**config.mk**
```make
export PLATFORM = sky130hd
export DESIGN_NAME = timer_multi
export DESIGN_NICKNAME = d
export VERILOG_FILES = /design/src/rtl/timer_multi.sv
export SDC_FILE = /design/constraint.sdc
export NUM_CORES = 1
export LEC_CHECK = 0
export ABC_AREA = 1
export ABC_CLOCK_PERIOD_IN_PS = 4150
export CAP_MARGIN = 20
export CORE_MARGIN = 1
export CORE_UTILIZATION = 60
export DETAILED_ROUTE_END_ITERATION = 6
export PLACE_DENSITY = 0.81
export SYNTH_ARGS = -nofsm -noshare
export SYNTH_HDL_FRONTEND = slang
export SYNTH_SLANG_ARGS = --single-unit
```
**constraint.sdc**
```tcl
create_clock -name clk -period 4.15 [get_ports clk]
set_input_delay 0.83 -clock clk [delete_from_list [all_inputs] [get_ports clk]]
set_output_delay 0.83 -clock clk [all_outputs]
set_load 0.02 [all_outputs]
```
**src/rtl/timer_multi.sv**
```systemverilog
// NUM_CH independent compare-match timers behind one slave-bus window, with an OR-reduced level irq.
// Optional per-channel clock prescaler (CTRL[15:8]) is built when TIMER_PRESCALE_EN is defined.

package timer_multi_pkg;

    typedef struct packed {
        logic irq_en;
        logic mode;
        logic start;
    } ctrl_t;

    localparam logic [1:0] REG_CTRL    = 2'd0;
    localparam logic [1:0] REG_INTR    = 2'd1;
    localparam logic [1:0] REG_EXPR    = 2'd2;
    localparam logic [1:0] REG_COUNTER = 2'd3;

endpackage

module timer_multi
    import timer_multi_pkg::*;
#(
    parameter int unsigned NUM_CH = 4,
    parameter int unsigned CH_AW  = 2,
    parameter int unsigned CNT_W  = 32,
    parameter int unsigned DATA_W = 32
) (
    input  logic                clk,
    input  logic                reset,
    input  logic                cs_,
    input  logic                as_,
    input  logic                rw,
    input  logic [CH_AW+1:0]    addr,
    input  logic [DATA_W-1:0]   wr_data,
    output logic [DATA_W-1:0]   rd_data,
    output logic                rdy_,
    output logic                irq
);

    localparam int unsigned AW    = CH_AW + 2;
    localparam int unsigned PSC_W = 8;

    logic                access;
    logic                wr_en;
    logic                rd_en;
    logic [CH_AW-1:0]    ch_sel;
    logic [1:0]          reg_sel;

    ctrl_t               ctrl_q   [NUM_CH];
    ctrl_t               ctrl_d   [NUM_CH];
    logic                status_q [NUM_CH];
    logic                status_d [NUM_CH];
    logic [CNT_W-1:0]    expr_q   [NUM_CH];
    logic [CNT_W-1:0]    expr_d   [NUM_CH];
    logic [CNT_W-1:0]    cnt_q    [NUM_CH];
    logic [CNT_W-1:0]    cnt_d    [NUM_CH];

    logic                ch_wr    [NUM_CH];
    logic                tick     [NUM_CH];
    logic                expire   [NUM_CH];

    logic [DATA_W-1:0]   rd_val;
    logic                irq_d;

    logic [DATA_W-1:0]   rd_data_q;
    logic                rdy_q;
    logic                irq_q;

`ifdef TIMER_PRESCALE_EN
    logic [PSC_W-1:0]    psc_q    [NUM_CH];
    logic [PSC_W-1:0]    psc_d    [NUM_CH];
    logic [PSC_W-1:0]    pre_q    [NUM_CH];
    logic [PSC_W-1:0]    pre_d    [NUM_CH];
`endif

    assign access  = !cs_ && !as_;
    assign wr_en   = access && !rw;
    assign rd_en   = access && rw;
    assign ch_sel  = addr[AW-1:2];
    assign reg_sel = addr[1:0];

    // Channel write decode; indices >= NUM_CH never match, so such writes are dropped.
    always_comb begin
        for (int unsigned c = 0; c < NUM_CH; c++) begin
            ch_wr[c] = wr_en && (ch_sel == CH_AW'(c));
        end
    end

    // Counting tick and compare-match per channel.
    always_comb begin
        for (int unsigned c = 0; c < NUM_CH; c++) begin
`ifdef TIMER_PRESCALE_EN
            tick[c] = (pre_q[c] == psc_q[c]);
`else
            tick[c] = 1'b1;
`endif
            expire[c] = ctrl_q[c].start && (cnt_q[c] == expr_q[c]) && tick[c];
        end
    end

    // Per-channel next state; bus writes are applied last so they win collisions.
    always_comb begin
        for (int unsigned c = 0; c < NUM_CH; c++) begin
            ctrl_d[c]   = ctrl_q[c];
            status_d[c] = status_q[c];
            expr_d[c]   = expr_q[c];
            cnt_d[c]    = cnt_q[c];

            if (expire[c]) begin
                cnt_d[c]    = '0;
                status_d[c] = 1'b1;
                if (!ctrl_q[c].mode) begin
                    ctrl_d[c].start = 1'b0;
                end
            end else if (ctrl_q[c].start && tick[c]) begin
                cnt_d[c] = cnt_q[c] + CNT_W'(1);
            end

            if (ch_wr[c]) begin
                unique case (reg_sel)
                    REG_CTRL: begin
                        ctrl_d[c].start  = wr_data[0];
                        ctrl_d[c].mode   = wr_data[1];
                        ctrl_d[c].irq_en = wr_data[2];
                    end
                    REG_INTR: begin
                        if (wr_data[0] && !expire[c]) begin
                            status_d[c] = 1'b0;
                        end
                    end
                    REG_EXPR:    expr_d[c] = wr_data[CNT_W-1:0];
                    REG_COUNTER: cnt_d[c]  = wr_data[CNT_W-1:0];
                    default: ;
                endcase
            end
        end
    end

`ifdef TIMER_PRESCALE_EN
    // Prescaler restarts whenever the channel is stopped or reconfigured.
    always_comb begin
        for (int unsigned c = 0; c < NUM_CH; c++) begin
            psc_d[c] = psc_q[c];
            pre_d[c] = pre_q[c] + PSC_W'(1);
            if (ch_wr[c] && (reg_sel == REG_CTRL)) begin
                psc_d[c] = wr_data[15:8];
            end
            if (!ctrl_q[c].start || (ch_wr[c] && (reg_sel == REG_CTRL)) || tick[c]) begin
                pre_d[c] = '0;
            end
        end
    end
`endif

    // Read mux; unmatched channel indices read as zero.
    always_comb begin
        rd_val = '0;
        for (int unsigned c = 0; c < NUM_CH; c++) begin
            if (ch_sel == CH_AW'(c)) begin
                unique case (reg_sel)
`ifdef TIMER_PRESCALE_EN
                    REG_CTRL:    rd_val = DATA_W'({psc_q[c], 5'b0, ctrl_q[c]});
`else
                    REG_CTRL:    rd_val = DATA_W'(ctrl_q[c]);
`endif
                    REG_INTR:    rd_val = DATA_W'(status_q[c]);
                    REG_EXPR:    rd_val = DATA_W'(expr_q[c]);
                    REG_COUNTER: rd_val = DATA_W'(cnt_q[c]);
                    default:     rd_val = '0;
                endcase
            end
        end
    end

    always_comb begin
        irq_d = 1'b0;
        for (int unsigned c = 0; c < NUM_CH; c++) begin
            irq_d = irq_d | (status_q[c] & ctrl_q[c].irq_en);
        end
    end

    always_ff @(posedge clk) begin
        if (reset) begin
            rd_data_q <= '0;
            rdy_q     <= 1'b1;
            irq_q     <= 1'b0;
            for (int unsigned c = 0; c < NUM_CH; c++) begin
                ctrl_q[c]   <= '0;
                status_q[c] <= 1'b0;
                expr_q[c]   <= '0;
                cnt_q[c]    <= '0;
`ifdef TIMER_PRESCALE_EN
                psc_q[c]    <= '0;
                pre_q[c]    <= '0;
`endif
            end
        end else begin
            rd_data_q <= rd_en ? rd_val : '0;
            rdy_q     <= !access;
            irq_q     <= irq_d;
            for (int unsigned c = 0; c < NUM_CH; c++) begin
                ctrl_q[c]   <= ctrl_d[c];
                status_q[c] <= status_d[c];
                expr_q[c]   <= expr_d[c];
                cnt_q[c]    <= cnt_d[c];
`ifdef TIMER_PRESCALE_EN
                psc_q[c]    <= psc_d[c];
                pre_q[c]    <= pre_d[c];
`endif
            end
        end
    end

    assign rd_data = rd_data_q;
    assign rdy_    = rdy_q;
    assign irq     = irq_q;

endmodule

```
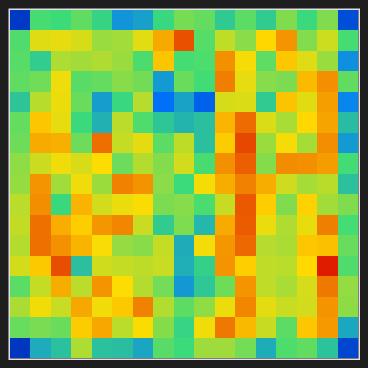
*Placement density heat map*
Scale: 2 px per um. 17 x 17 tiles, from dark blue (low) to red (high), 0 to 100% covered.
tiles over 75% full: 26%
fullest tile: 97%
mean over tiles: 64%
Util after Layout: 68.5%
total core area: 28900 um^2
Initial Util: 61.5%

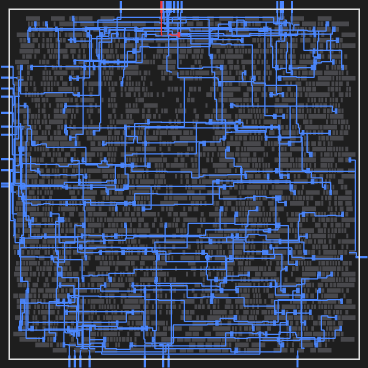
*I/O nets highlighted*
Scale: 2 px per um.
| port | colour | direction | end cells | buffers | wire |
|---|---|---|---|---|---|
| `as_` | red | input | 1 | 1 | 17.5 um |
| `wr_data` | blue | input | 263 | 33 | 7850 um |
Ports: 75
IO buf count: 74

==> impl_metrics.csv <==
group,metric,value,unit
sta,finClkSkew,0.0274,ns
detailed_routing,vias,19100,
sta,tightest_slew,1.13,ns
synth,yosysUniqueCellTypes,37,
outcome,outcome,"complete, no violations",
pwr,power.density,339,nW/um^2
grt,grt-ovfl-total,0,
synth,synth_top_area_share,34.4,%
synth,fp_nets,2767,
sta,timing.setup.tns,0,ns
critical_path,crit_top_cell,"nor2_2",
synth,top_cell,"nand2_1",
grt,grt_pass1_wl,101,mm
clocking,clkTransAtPathRegs,0.06,ns
die,die_h,174,um
critical_path,cp.required,4.59,ns
sta,max-slew-margin-rel,24.5,%
synth,syn_inst,2722,
clocking,cts_root_buffer,"clkbuf_16",
critical_path,endpoint_kind,"flop",
detailed_routing,wl_per_cell,21.2,um
synth,synth_flop_count,306,
clocking,cts_resized,0,
synth,topCellsByArea,"dfxtp_1 34%, nand2_1 14%, a21oi_1 6.9%, o21ai_0 6.0%, inv_1 5.3%",
die,chipArea,30400,um^2
sta,finalSetupViolations,0,
grt,grt_pass1_vias,17600,
detailed_routing,viasPerCell,6.13,
synth,yosys_area,17800,um^2
detailed_routing,drt_iter0_drc,2416,
place,dp_hpwl,47.5,mm
critical_path,critPathLaunchType,"primary input",
synth,synth-edff-count,0,
pwr,p_leak,6.86,nW
synth,ys_seq_share,34.4,%
sta,rsz0062_at_grt,"no",
critical_path,cp_slowest_stage_delay,0.83,ns
flow_run,cap_viol_max_count,0,
grt,antenna_found_initial,1,
place,gp_congestion,1.00,
clocking,cts_max_level,2,
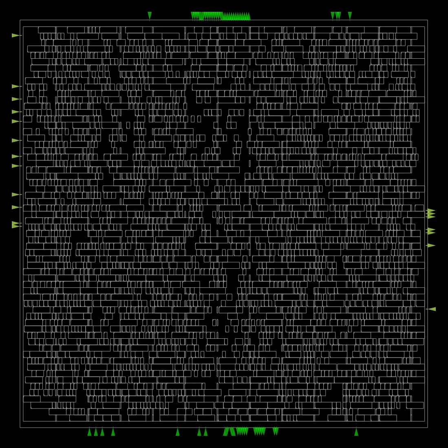
*Cell outlines without signal wires*
Tap Count: 384
non-filler instance count after layout: 3120
Filler Cells Inserted: 2587

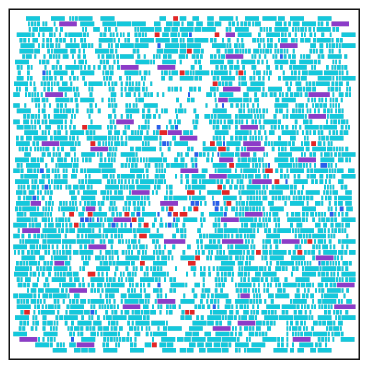
*Cell sizes after repair*
Scale: 2 px per um.
| size | colour | cells | share |
|---|---|---|---|
| drive 3 to 4 | red | 42 | 1.5% |
| drive 6 and up | purple | 51 | 1.9% |
| drive 1 or less | cyan | 2599 | 95% |
| drive 2 | blue | 44 | 1.6% |
Worst Slack Setup Final: 1.16 ns
final instance area: 19800 um^2

through the flow:
stage	instances	hold WS, ns	setup slack, ns	power, W	utilization (%)
floorplan	2722	0.445	2.13	0.00325	-
global placement	3054	0.463	0.746	0.00343	64.2
detailed placement	3054	0.475	0.703	0.00343	64.2
CTS	3118	0.482	1.20	0.00666	68.3
global route	3120	0.499	1.01	0.00684	68.5
finish	3120	0.481	1.16	0.00671	68.5
kinds of logic (layout without fill, tap and decap cells):
family	Yosys count	in the layout	share of synthesized area (%)
fa+ha+maj	4	4	0.281
buf+inv	426	440	9.74
simple gates	1228	1228	29.5
flops	306	306	34.4
xor+xnor	165	165	8.12
compound gates	593	593	18.0
cell usage in the layout (no fill, tap or decap), types with 3 or more instances in the layout:
cell,netlist,routed
clkbuf_1,83,8
a31oi_1,22,22
bufinv_16,0,4
a22o_1,14,14
ha_1,4,4
buf_4,5,31
clkinv_2,0,9
nand4_1,56,56
o22ai_1,79,79
nor2_2,17,17
clkbuf_16,0,37
inv_1,250,249
inv_2,15,15
o211ai_1,3,3
nand3b_1,27,27
nor2_4,7,7
nand2_1,650,650
a41oi_1,9,9
xor2_1,91,91
o21ai_1,6,6
nor3_1,26,26
xnor2_1,74,74
a21oi_1,244,244
o21ai_0,213,213
dfxtp_1,306,306
nor2_1,249,249
nand3_1,187,187
clkdlybuf4s50_1,0,73
clkbuf_8,0,6
registers in the layout, summed over array words and instances (netlist names):
name      cells
cnt_q       128
ctrl_q       12
expr_q      128
irq           1
rd_data      32
rdy_          1
status_q      4
report_power, final:
| part | leakage (nW) | total (W) | internal (W) | switching (W) |
|---|---|---|---|---|
| logic | 3.79 | 0.000419 | 0.000110 | 0.000309 |
| clock network | 0.600 | 0.00332 | 0.00199 | 0.00132 |
| registers | 2.47 | 0.00297 | 0.00295 | 0.0000178 |
critical path: cells and delay by family:
kind	cells	cell delay [ns]
AND-OR/OR-AND	1	0.19
buffers and inverters	3	1.69
AND/OR/NAND/NOR	4	0.71
final cells by class:
cell class	instances	area share [%]
clock buffers	51	5.24
clock inverters	13	0.853
inverters	268	5.10
well taps	384	2.43
repair buffers	108	5.28
flip-flops and latches	306	30.9
multi-input cells	1990	50.2
layer usage:
metal,GRT usage (%),part of all wire [%]
met5,0,0.015
met4,16.2,4.0
met3,6.30,12
met2,69.5,45
met1,57.5,39
worst paths after layout:
kind	startpoint	to	slack, ns	depth (start not counted)
max	addr[3]	cnt_q[2][12]	1.16	8
min	expr_q[1][22]	expr_q[1][22]	0.48	2
max reg2reg	ctrl_q[3][0]	cnt_q[3][24]	1.66	8
min reg2reg	expr_q[1][22]	expr_q[1][22]	0.48	2
Power is estimated from default activity; no workload was simulated.
